**Cell density map**

The bar under the picture is 50 um long. The die is cut into 20 by 20 equal tiles; white is low, dark blue is high, 0 to 100% covered.
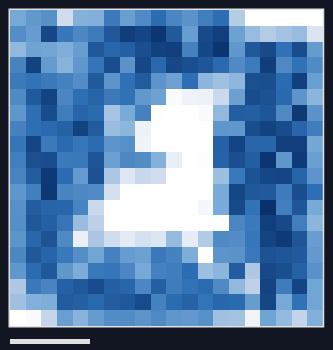
**Floorplan with the power grid**

The bar under the picture is 50 um long. Pins as bars on the die edge. Tap cells in grey.
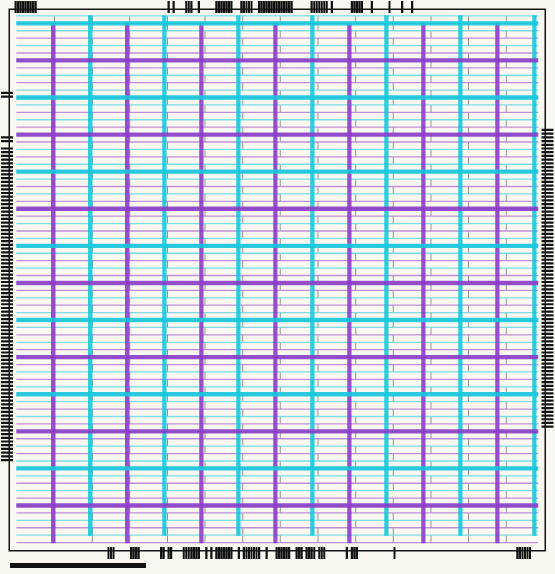
**Sequential cells grouped by signal name**

The bar under the picture is 50 um long.
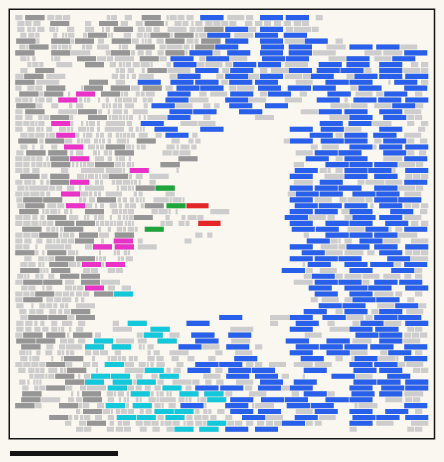
**src/rtl/xgemac_pkg.sv**
```systemverilog
// xgemac_pkg: shared widths, rx FSM states, rx beat record and byte-count helper for the XGEMAC packet interface
package xgemac_pkg;
  localparam int DATA_WIDTH = 64;
  localparam int MOD_WIDTH  = 3;
  typedef enum logic {IDLE, READ} rx_state_e;
  typedef struct packed {
    logic [DATA_WIDTH-1:0] data;
    logic                  sop;
    logic                  eop;
    logic [MOD_WIDTH-1:0]  mod;
    logic                  err;
  } rx_beat_t;
  function automatic logic [3:0] beat_bytes(input logic eop, input logic [MOD_WIDTH-1:0] mod);
    return (eop && mod != '0) ? 4'(mod) : 4'd8;
  endfunction
endpackage

```
**src/rtl/xgemac_rx_skid_fifo.sv**
```systemverilog
// xgemac_rx_skid_fifo: first-word fall-through FIFO of rx beats
// Ports: clk, rst_n (async active-low); push_i/din_i write side; pop_i read side,
// dout_o is the head entry; count_o fill level; full_o/empty_o status.
import xgemac_pkg::*;
module xgemac_rx_skid_fifo #(
  parameter int DEPTH = 4
) (
  input  logic                     clk,
  input  logic                     rst_n,
  input  logic                     push_i,
  input  rx_beat_t                 din_i,
  input  logic                     pop_i,
  output rx_beat_t                 dout_o,
  output logic [$clog2(DEPTH):0]   count_o,
  output logic                     full_o,
  output logic                     empty_o
);
  localparam int AW = $clog2(DEPTH);
  rx_beat_t       mem_q [DEPTH];
  logic [AW-1:0]  wr_q, rd_q;
  logic [AW:0]    cnt_q;
  logic           do_push, do_pop;
  assign empty_o = cnt_q == '0;
  assign full_o  = cnt_q == (AW+1)'(DEPTH);
  assign count_o = cnt_q;
  assign dout_o  = mem_q[rd_q];
  assign do_pop  = pop_i & ~empty_o;
  // a pop frees the slot in the same edge, so push into a full FIFO is fine then
  assign do_push = push_i & (~full_o | do_pop);
  always_ff @(posedge clk or negedge rst_n) begin
    if (!rst_n) begin
      wr_q  <= '0;
      rd_q  <= '0;
      cnt_q <= '0;
    end else begin
      wr_q  <= wr_q + AW'(do_push);
      rd_q  <= rd_q + AW'(do_pop);
      cnt_q <= cnt_q + (AW+1)'(do_push) - (AW+1)'(do_pop);
    end
  end
  always_ff @(posedge clk) begin
    if (do_push) mem_q[wr_q] <= din_i;
  end
endmodule

```
**src/rtl/xgemac_rx_pkt_reader.sv**
```systemverilog
// xgemac_rx_pkt_reader: reads frames from the XGEMAC rx packet interface into a valid/ready stream with statistics
// Ports: clk, rst_n (async active-low); pkt_rx_* MAC read interface (ren out, beats back one cycle later);
// out_* / out_rdy downstream stream; frame_cnt, byte_cnt, err_cnt, proto_err_cnt, last_frame_len statistics.
import xgemac_pkg::*;
module xgemac_rx_pkt_reader #(
  parameter int DATA_WIDTH = xgemac_pkg::DATA_WIDTH,
  parameter int MOD_WIDTH  = xgemac_pkg::MOD_WIDTH,
  parameter int FIFO_DEPTH = 4,
  parameter int CNT_WIDTH  = 32
) (
  input  logic                  clk,
  input  logic                  rst_n,
  output logic                  pkt_rx_ren,
  input  logic                  pkt_rx_avail,
  input  logic [DATA_WIDTH-1:0] pkt_rx_data,
  input  logic                  pkt_rx_val,
  input  logic                  pkt_rx_sop,
  input  logic                  pkt_rx_eop,
  input  logic [MOD_WIDTH-1:0]  pkt_rx_mod,
  input  logic                  pkt_rx_err,
  output logic [DATA_WIDTH-1:0] out_data,
  output logic                  out_val,
  output logic                  out_sop,
  output logic                  out_eop,
  output logic                  out_err,
  output logic [MOD_WIDTH-1:0]  out_mod,
  input  logic                  out_rdy,
  output logic [CNT_WIDTH-1:0]  frame_cnt,
  output logic [CNT_WIDTH-1:0]  byte_cnt,
  output logic [CNT_WIDTH-1:0]  err_cnt,
  output logic [CNT_WIDTH-1:0]  proto_err_cnt,
  output logic [15:0]           last_frame_len
);
  rx_state_e                    state_q, state_d;
  logic                         ren_q, in_frame_q, in_frame_d;
  logic [15:0]                  len_q, len_d, last_len_q, last_len_d;
  logic [CNT_WIDTH-1:0]         frame_q, frame_d, byte_q, byte_d, err_q, err_d, proto_q, proto_d;
  logic [$clog2(FIFO_DEPTH):0]  fifo_count;
  logic                         fifo_full, fifo_empty, accept, last, first, proto, pop;
  logic [3:0]                   bytes;
  logic [16:0]                  len_sum;
  logic [15:0]                  len_sat;
  rx_beat_t                     push_beat, head;
  assign accept = pkt_rx_val & ren_q;
  assign last   = accept & pkt_rx_eop;
  assign first  = ~in_frame_q;
  // stray beats, a missing sop and a sop inside a frame are mutually exclusive, so at most +1 per cycle
  assign proto  = (pkt_rx_val & ~ren_q) | (accept & (first ? ~pkt_rx_sop : pkt_rx_sop));
  assign bytes  = beat_bytes(pkt_rx_eop, pkt_rx_mod);
  // a sop always restarts the length, dropping any unfinished frame
  assign len_sum = ((first | pkt_rx_sop) ? 17'd0 : {1'b0, len_q}) + 17'(bytes);
  assign len_sat = len_sum[16] ? 16'hFFFF : len_sum[15:0];
  // never read in the eop cycle so the MAC cannot roll into the next frame early
  assign pkt_rx_ren = (state_q == READ) && (32'(fifo_count) + 32'(ren_q) < FIFO_DEPTH)
                      && !(pkt_rx_val && pkt_rx_eop);
  assign push_beat = '{data: pkt_rx_data, sop: pkt_rx_sop | first, eop: pkt_rx_eop,
                       mod: pkt_rx_mod, err: pkt_rx_err};
  assign pop      = out_val & out_rdy;
  assign out_val  = ~fifo_empty;
  assign out_data = head.data;
  assign out_sop  = head.sop;
  assign out_eop  = head.eop;
  assign out_mod  = head.mod;
  assign out_err  = head.err;
  assign frame_cnt      = frame_q;
  assign byte_cnt       = byte_q;
  assign err_cnt        = err_q;
  assign proto_err_cnt  = proto_q;
  assign last_frame_len = last_len_q;
  always_comb begin
    state_d    = (state_q == IDLE) ? (pkt_rx_avail ? READ : IDLE) : (last ? IDLE : READ);
    in_frame_d = accept ? ~pkt_rx_eop : in_frame_q;
    len_d      = accept ? (pkt_rx_eop ? 16'd0 : len_sat) : len_q;
    last_len_d = last ? len_sat : last_len_q;
    frame_d    = frame_q + CNT_WIDTH'(last);
    err_d      = err_q + CNT_WIDTH'(last & pkt_rx_err);
    byte_d     = byte_q + (accept ? CNT_WIDTH'(bytes) : '0);
    proto_d    = proto_q + CNT_WIDTH'(proto);
  end
  always_ff @(posedge clk or negedge rst_n) begin
    if (!rst_n) begin
      state_q    <= IDLE;
      ren_q      <= 1'b0;
      in_frame_q <= 1'b0;
      len_q      <= '0;
      last_len_q <= '0;
      frame_q    <= '0;
      byte_q     <= '0;
      err_q      <= '0;
      proto_q    <= '0;
    end else begin
      state_q    <= state_d;
      ren_q      <= pkt_rx_ren;
      in_frame_q <= in_frame_d;
      len_q      <= len_d;
      last_len_q <= last_len_d;
      frame_q    <= frame_d;
      byte_q     <= byte_d;
      err_q      <= err_d;
      proto_q    <= proto_d;
    end
  end
  xgemac_rx_skid_fifo #(.DEPTH(FIFO_DEPTH)) u_fifo (
    .clk     (clk),
    .rst_n   (rst_n),
    .push_i  (accept & (~fifo_full | pop)),
    .din_i   (push_beat),
    .pop_i   (pop),
    .dout_o  (head),
    .count_o (fifo_count),
    .full_o  (fifo_full),
    .empty_o (fifo_empty)
  );
endmodule

```
**config.mk**
```make
export PLATFORM = sky130hd
export DESIGN_NAME = xgemac_rx_pkt_reader
export DESIGN_NICKNAME = d
export VERILOG_FILES = /design/src/rtl/xgemac_pkg.sv /design/src/rtl/xgemac_rx_skid_fifo.sv /design/src/rtl/xgemac_rx_pkt_reader.sv
export SDC_FILE = /design/constraint.sdc
export NUM_CORES = 1
export LEC_CHECK = 0
export CAP_MARGIN = 10
export CORE_AREA = 2 2 194 196
export CTS_CLUSTER_DIAMETER = 150
export DETAILED_ROUTE_END_ITERATION = 10
export DIE_AREA = 0 0 196 198
export PLACE_DENSITY = 0.84
export SLEW_MARGIN = 10
export SYNTH_ARGS = -nofsm -noshare
export SYNTH_HDL_FRONTEND = slang
export SYNTH_SLANG_ARGS = --single-unit
```
**constraint.sdc**
```tcl
create_clock -name clk -period 12.18 [get_ports clk]
set_clock_uncertainty 0.1 [all_clocks]
set_input_delay 2.436 -clock clk [delete_from_list [all_inputs] [get_ports clk]]
set_output_delay 2.436 -clock clk [all_outputs]
set_load 0.1 [all_outputs]
```
==> deck_impl_summary.md <==
Physical Implementation Snapshot

Run status
  • Status: complete, no violations

Synth
  • Cell type with the largest total area: sky130_fd_sc_hd__edfxtp_1
  • Post-synthesis cell area: 18100 um^2
  • Post-synth EDFFs: 280
  • Synth area leaders: sky130_fd_sc_hd__edfxtp_1 (46%), sky130_fd_sc_hd__dfrtp_1 (24%), sky130_fd_sc_hd__mux4_2 (8.7%), sky130_fd_sc_hd__xnor2_1 (4.3%), sky130_fd_sc_hd__xor2_1 (2.1%)
  • Share of flip-flops with an asynchronous set or reset: 37.8%
  • Number of cells in the yosys synthesis report: 1104

Power and ir drop
  • Worst IR Drop VDD: 0.252 mV
  • Pwr Total: 5910 uW

CTS
  • Clock root buffer: sky130_fd_sc_hd__clkbuf_16
  • CTS Sinks: 450

Setup path
  • Cells along the critical path: clkdlybuf4s50_1 -> nand2_1 -> and3_1 -> clkdlybuf4s50_1
  • Startpoint class of the critical path: primary input
  • Endpoint arrival time on the critical path: 4710 ps

Final timing
  • Minimum clock period after layout: 7250 ps
  • Final Hold Violating Endpoints: 0

Route
  • Post-DR wirelength/cell: 20.2 um

Final layout
  • Area added between synthesis and finish: 28.0%
  • Fraction of layout cells with a size suffix above 1: 12.5%

Place
  • Post-DP HPWL: 24900 um

Global routing
  • Vias in the first global route: 10827
  • Antenna violations before repair: 1
Notes on 'cell density map' above:
- fullest tile: 99%
- nearly empty tiles: 11%
- tiles over 75% full: 34%
- densest ninth of the die: east
- mean over tiles: 58%

Notes on 'floorplan with the power grid' above:
- cyan: VDD
- purple: VSS
- met4 straps: 14
- met1 rails: 72

Notes on 'sequential cells grouped by signal name' above:
- cyan: err_cnt (placed flops 32)
- blue: u_fifo.mem_q (placed flops 280)
- magenta: last_frame_len (placed flops 16)
- red: u_fifo.rd_q (placed flops 2)
- green: u_fifo.count_o (placed flops 3)

## power breakdown
part           internal, uW  leakage (uW)  total, uW  switching (uW)
Combinational           631       0.00319       2480            1850
Sequential             1810       0.00481       1980             173
Clock                   873      0.000774       1450             578
## routing by layer
layer,share of wire [%],vias up,GRT usage [%]
met3,8.8,50,7.22
met1,41,5364,25.9
met4,1.6,0,4.80
li1,-,4811,-
met2,49,361,33.6
met5,0,-,0
## area by class of cell
| class | instances | area (um^2) |
|---|---|---|
| fill | 2602 | 13800 |
| sequential | 450 | 12700 |
| antenna | 1 | 2.50 |
| timing repair buffer | 298 | 2960 |
| inverter | 24 | 90.1 |
| clock inverter | 27 | 305 |
| clock buffer | 58 | 1280 |
| tap | 474 | 593 |
| multi-input combinational | 604 | 5260 |
## state kept, by name, summed over array words and instances, names as in the netlist
name	flops
byte_cnt	32
in_frame_q	1
u_fifo.rd_q	2
u_fifo.mem_q	280
frame_cnt	32
u_fifo.wr_q	2
ren_q	1
len_q	16
proto_err_cnt	32
err_cnt	32
last_frame_len	16
state_q	1
u_fifo.count_o	3
## stage by stage
stage,std cells,hold WS (ps)
floorplan,1104,331
global placement,1850,361
detailed placement,1850,360
CTS,1935,375
global route,1935,383
finish,1936,372
## Yosys cell counts (2+ instances only)
cell type                   number
sky130_fd_sc_hd__a41oi_1         2
sky130_fd_sc_hd__nand2_1        77
sky130_fd_sc_hd__buf_2           9
sky130_fd_sc_hd__a2bb2oi_1       2
sky130_fd_sc_hd__nand4_2         3
sky130_fd_sc_hd__xor2_1         43
sky130_fd_sc_hd__o21bai_1        2
sky130_fd_sc_hd__and4_1         10
sky130_fd_sc_hd__and3_1         32
sky130_fd_sc_hd__a21oi_1        25
sky130_fd_sc_hd__a31oi_1         5
sky130_fd_sc_hd__nand2b_1        5
sky130_fd_sc_hd__nor4b_1         2
sky130_fd_sc_hd__nor2_1         48
sky130_fd_sc_hd__nand3_1        44
sky130_fd_sc_hd__clkbuf_1       15
sky130_fd_sc_hd__fa_1            3
sky130_fd_sc_hd__a21boi_0        2
sky130_fd_sc_hd__dfrtp_1       170
sky130_fd_sc_hd__nor4_1          5
sky130_fd_sc_hd__mux2i_1         2
sky130_fd_sc_hd__ha_1           20
sky130_fd_sc_hd__edfxtp_1      280
sky130_fd_sc_hd__nor2b_1         3
sky130_fd_sc_hd__nand2_2         3
sky130_fd_sc_hd__and4_4          2
sky130_fd_sc_hd__nand4_1        23
sky130_fd_sc_hd__inv_1          24
sky130_fd_sc_hd__and2_1         17
sky130_fd_sc_hd__a21o_1          2
sky130_fd_sc_hd__nor3_1          5
sky130_fd_sc_hd__o2bb2ai_1       2
sky130_fd_sc_hd__mux4_2         70
sky130_fd_sc_hd__o21ai_0        18
sky130_fd_sc_hd__nor4_4          5
sky130_fd_sc_hd__o22ai_1         2
sky130_fd_sc_hd__xnor2_1        88
sky130_fd_sc_hd__o21ai_1        12
## cells by family after synthesis
kind of cell,after synthesis
muxes,73
and+or+nand+nor,293
DFF,450
AOI/OAI and AO/OA,84
xor gates and xnor gates,131
buffers and inverters,50
adders and majority gates,23
No activity file was given, so power comes from the tool's default toggle rates.
